==> config.mk <==
export PLATFORM = sky130hd
export DESIGN_NAME = vend_dispense_scheduler_flat
export DESIGN_NICKNAME = d
export VERILOG_FILES = /design/src/rtl/vend_dispense_scheduler_if.sv /design/src/rtl/vend_dispense_scheduler.sv /design/src/flat_wrapper.sv
export SDC_FILE = /design/constraint.sdc
export NUM_CORES = 1
export LEC_CHECK = 0
export ABC_AREA = 1
export CORE_MARGIN = 2
export CORE_UTILIZATION = 30
export DETAILED_ROUTE_END_ITERATION = 6
export PLACE_DENSITY = 0.51
export SLEW_MARGIN = 15
export SYNTH_ARGS = -nofsm -noshare
export SYNTH_HDL_FRONTEND = slang
export SYNTH_SLANG_ARGS = --single-unit
==> constraint.sdc <==
create_clock -name clk -period 4.3 [get_ports clk]
set_input_delay 0.86 -clock clk [delete_from_list [all_inputs] [get_ports clk]]
set_output_delay 0.86 -clock clk [all_outputs]
set_load 0.05 [all_outputs]
**Run 1: routed metal, one color a layer**

Bar = 20 um. Two of the layers only.
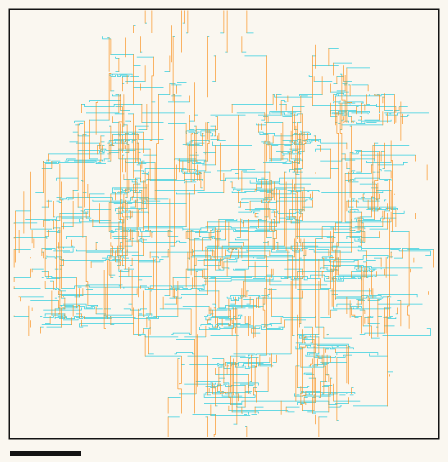
M1 -> cyan  # wire length 4410 um
M2 -> orange  # wire length 4040 um
Total GRT Usage: 13.2%
Routed WL per cell: 12.2 um

**Run 1: power grid**

Bar = 20 um. Pins as bars on the die edge.
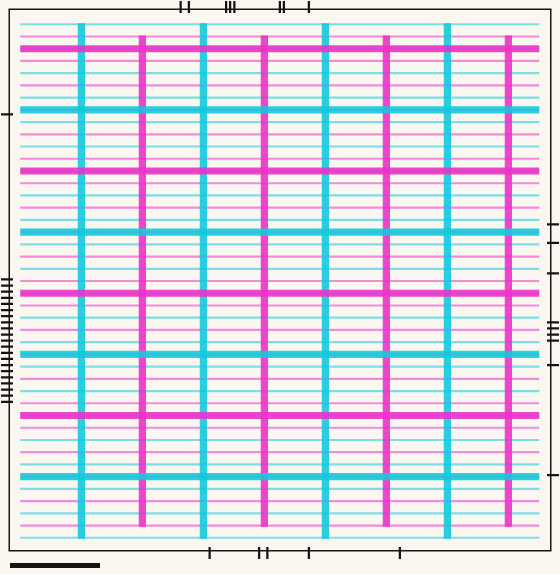
VDD -> magenta
VSS -> cyan
met1 rails = 43
rows = 42
Placeable Area: 13200 sq um
Die Width: 120 um
Die Ht: 120 um
peak supply drop: 245 uV

**Run 1: the metal 2 layer**

Bar = 20 um.
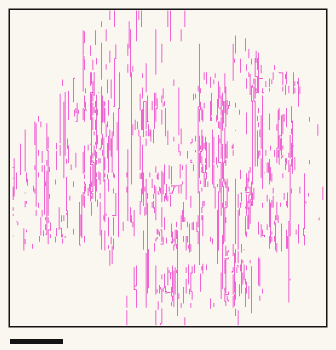
nets with wire on the layer = 470
share of all routed wire = 45%
M2 GR Usage: 21.4%
Vias: 3338
WL final: 8.93 mm

==> notes.md, run 1 <==
yosys + openroad results -> outcome complete, no violations, # fillers approximately 1.4k, worst path bufs/invs 3, cycle use final 65.3%, # IOs approximately 44, total CTS buffers 9, Ant. Diodes 0, Critical Path, Cell by Cell clkdlybuf4s50_1 > inv_1 > nor2_1 > inv_1 > nor2_1 > nand2_1 > ha_1 > a21o_1 > a21oi_1 > nand3b_1 > nand2_1 > nand3_1 > nand2_1, tool warnings 28, startpoint types input pin, Worst-Margin Slew approximately 720 ps, Int Pwr 0.00218 W, Placed Area around 4700 sq um, setup violators final 0, Worst path slowest cell clkdlybuf4s50_1, hold crit path type reg -> reg, Syn Nets 552, Crit path top cell by count nand2_1, sequential power share about a third, post_cts resized 0, design area slightly above 5000 sq um, CP max stage delay between 500 and 600 ps, final worst path period need around 2800 ps, setup TNS 0 ps, Nets roughly 600, Comb pwr share 44.6%, maxcap violations 0, fmax ~360 MHz, family with the most delay on the worst path simple AND/OR/NAND/NOR gates, Clock power frac between 20% and 30%, FF+latch count, synth around 64
[run 1: worst reg2reg max path, delay by kind of cell, from the launching register on]
| family | cells | cell delay, ps |
|---|---|---|
| compound gates | 2 | 330 |
| fa+ha+maj | 1 | 300 |
| simple gates | 11 | 1400 |
| buf+inv | 1 | 60 |
| flops | 1 | 420 |
[run 1: final cells by class]
type	instances	area [sq um]	area share, %
Inverter	68	255	5.07
Timing Repair Buffer	44	433	8.61
Clock buffer	11	243	4.83
Sequential cell	64	1620	32.3
Clock inverter	5	104	2.06
Multi-Input combinational cell	363	2150	42.8
Tap cell	176	220	4.38
[run 1: metal layers]
metal | track usage, % | vias up | part of all wire [%]
met1 | 16.6 | 1550 | 49
met5 | 0 | - | 0
met2 | 21.4 | 49 | 45
met4 | 6.47 | 0 | 2.1
met3 | 2.95 | 11 | 3.4
li1 | - | 1728 | -
[run 1: power by group through the flow]
stage                     Combinational [W]  Clock (W)  Sequential (W)
after floorplan                     0.00123          0         0.00128
after global placement              0.00169          0         0.00126
after detailed placement            0.00171          0         0.00126
after CTS                           0.00172   0.000877         0.00126
after global routing                0.00194   0.000901         0.00131
final                               0.00170   0.000856         0.00126
[run 1: per-stage QoR]
stage / total power (W) / cells / setup WS (ps) / util, %
3_5_place_dp: 0.00297 / 715 / 1160 / 35.5
5_1_grt: 0.00415 / 731 / 1260 / 38.1
3_3_place_gp: 0.00294 / 715 / 1200 / 35.5
6_report: 0.00381 / 731 / 1490 / 38.1
4_1_cts: 0.00386 / 731 / 1500 / 38.1
2_1_floorplan: 0.00251 / 498 / 1490 / -
**Run 1: the metal 3 layer**

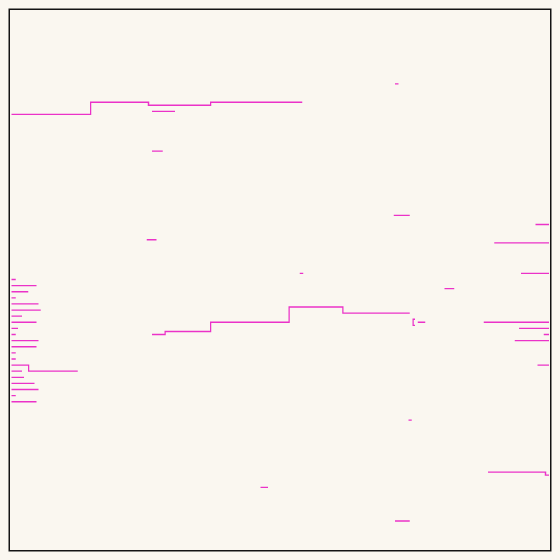

==> inputs of run 2 (changes only) <==
--- a/config.mk
+++ b/config.mk
@@ -9,7 +9,7 @@
 export CORE_MARGIN = 2
 export CORE_UTILIZATION = 30
 export DETAILED_ROUTE_END_ITERATION = 6
-export PLACE_DENSITY = 0.51
+export PLACE_DENSITY = 0.52
 export SLEW_MARGIN = 15
 export SYNTH_ARGS = -nofsm -noshare
 export SYNTH_HDL_FRONTEND = slang
==> constraint.sdc (replaced) <==
create_clock -name clk -period 2.3 [get_ports clk]
set_input_delay 0.46 -clock clk [delete_from_list [all_inputs] [get_ports clk]]
set_output_delay 0.46 -clock clk [all_outputs]
set_load 0.05 [all_outputs]
**Run 2: the metal 3 layer**

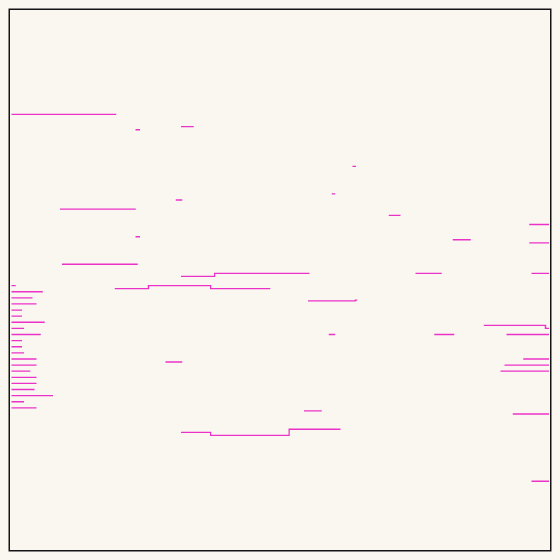
longest straight run = 23.0 um
share of all routed wire = 3.6%
wire length on this layer = 361 um
grt met3 use: 3.42%
WL final: 10.1 mm
Vias: 3768

**Run 2: the metal 2 layer**

Bar = 20 um.
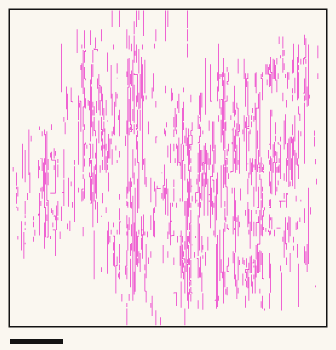
share of all routed wire = 49%
wire length on this layer = 4940 um
main direction = vertical
nets with wire on the layer = 570
M2 GR Usage: 25.5%

**Run 2: routed metal, one color a layer**

Bar = 20 um. Two of the layers only.
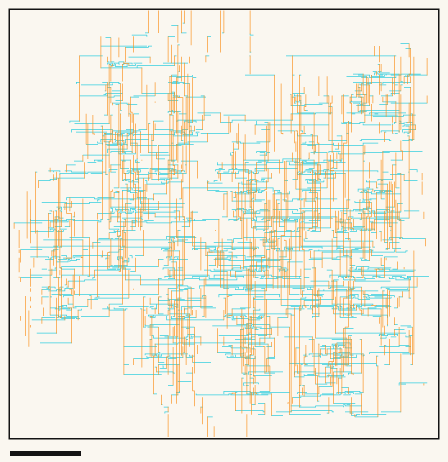
M2 -> orange  # wire length 4940 um
M1 -> cyan  # wire length 4640 um
Total GRT Usage: 14.9%
Routed WL per cell: 12.3 um

==> notes.md, run 2 <==
yosys + openroad results -> outcome complete, no violations, fmax about 440 MHz, final worst path period need between 2000 and 2500 ps, placed cells 792 (+11%), Syn Nets 552 (unchanged), Place WS -308 ps (-1460 ps), Critical Path, Cell by Cell inv_2 > nand2_4 > a21oi_4 > nor2_4 > nand3_4 > nand4_4 > nand2_4 > ha_4 > a21o_1 > a21oi_2 > nand3b_1 > nand2_2 > nand3b_1 > nand2_1, cycle use final around 99%, Placeable Area 13200 sq um (unchanged), Ant. Diodes 0 (unchanged), most frequent cell after synthesis nand2_1, post-route core utilization 46.8% (+8.7 points), Placed Area 5290 sq um (+13%), # fillers 1247 (-8.6%), setup violators final 0 (unchanged), tool warnings 29 (+3.6%), hold crit path type in -> async, setup slack after layout 15.2 ps (-1480 ps), maxcap violations 0 (unchanged), Worst-Margin Slew 492 ps (-229 ps), Die Ht 120 um (unchanged), Overflow after GRT 0, total CTS buffers 9 (unchanged), distinct lib cells 33, # IOs 44 (unchanged), FF+latch count, synth 64 (unchanged), Nets 696 (+15%), peak supply drop 406 uV (+66%), startpoint types register
==> run 2: cell counts after synthesis <==
No cell type changed its count.
==> run 2: final cells by class <==
class	instances	area (sq um)	share of cell area (%)
clock inverters	7	143	2.31
well taps	176	220	3.57
inverters	68	255	4.13
multi-input cells	365	2590	42.0
repair buffers	134	1120	18.1
flip-flops and latches	64	1620	26.3
clock buffers	9	225	3.65
==> run 2: critical path, delay by kind of cell, from the launching register on <==
family,cells,cell delay [ps]
compound gates,3,480
fa+ha+maj,1,190
buf+inv,1,150
flops,1,410
simple gates,9,940
==> run 2: through the flow <==
step | hold WS (ps) | total power [W]
final | 137 | 0.00871
after global routing | 167 | 0.00943
after CTS | 144 | 0.00851
after detailed placement | 481 | 0.00630
after global placement | 489 | 0.00620
after floorplan | 164 | 0.00472
==> run 2: cell families (layout without fill, tap and decap cells) <==
family	count (synthesis)	in the layout	synth area share (%)
compound gates	73	73	10.8
xor+xnor	17	17	3.68
fa+ha+maj	28	28	10.1
buf+inv	71	218	6.71
flops	64	64	40.1
simple gates	245	247	28.6
==> run 2: repair_timing <==
action | in CTS | in global routing
pin swaps | 15 | 29
endpoints found under the setup margin | 10 | 18
gates cloned | 2 | 0
gates resized | 42 | 37
hold buffers | 0 | 0
buffers inserted | 6 | 7
==> run 2: per-layer routing <==
metal	track usage [%]	routed length, um
met5	0	0
met4	6.10	191
met2	25.5	4940
met1	18.1	4640
met3	3.42	360
==> run 2: report_power, final <==
part	total, W	switching, W	internal [W]
sequential	0.00205	0.000296	0.00176
combinational	0.00494	0.00285	0.00209
clock	0.00171	0.000542	0.00117
total	0.00871	0.00369	0.00502
Power and IR drop assume default switching activity.
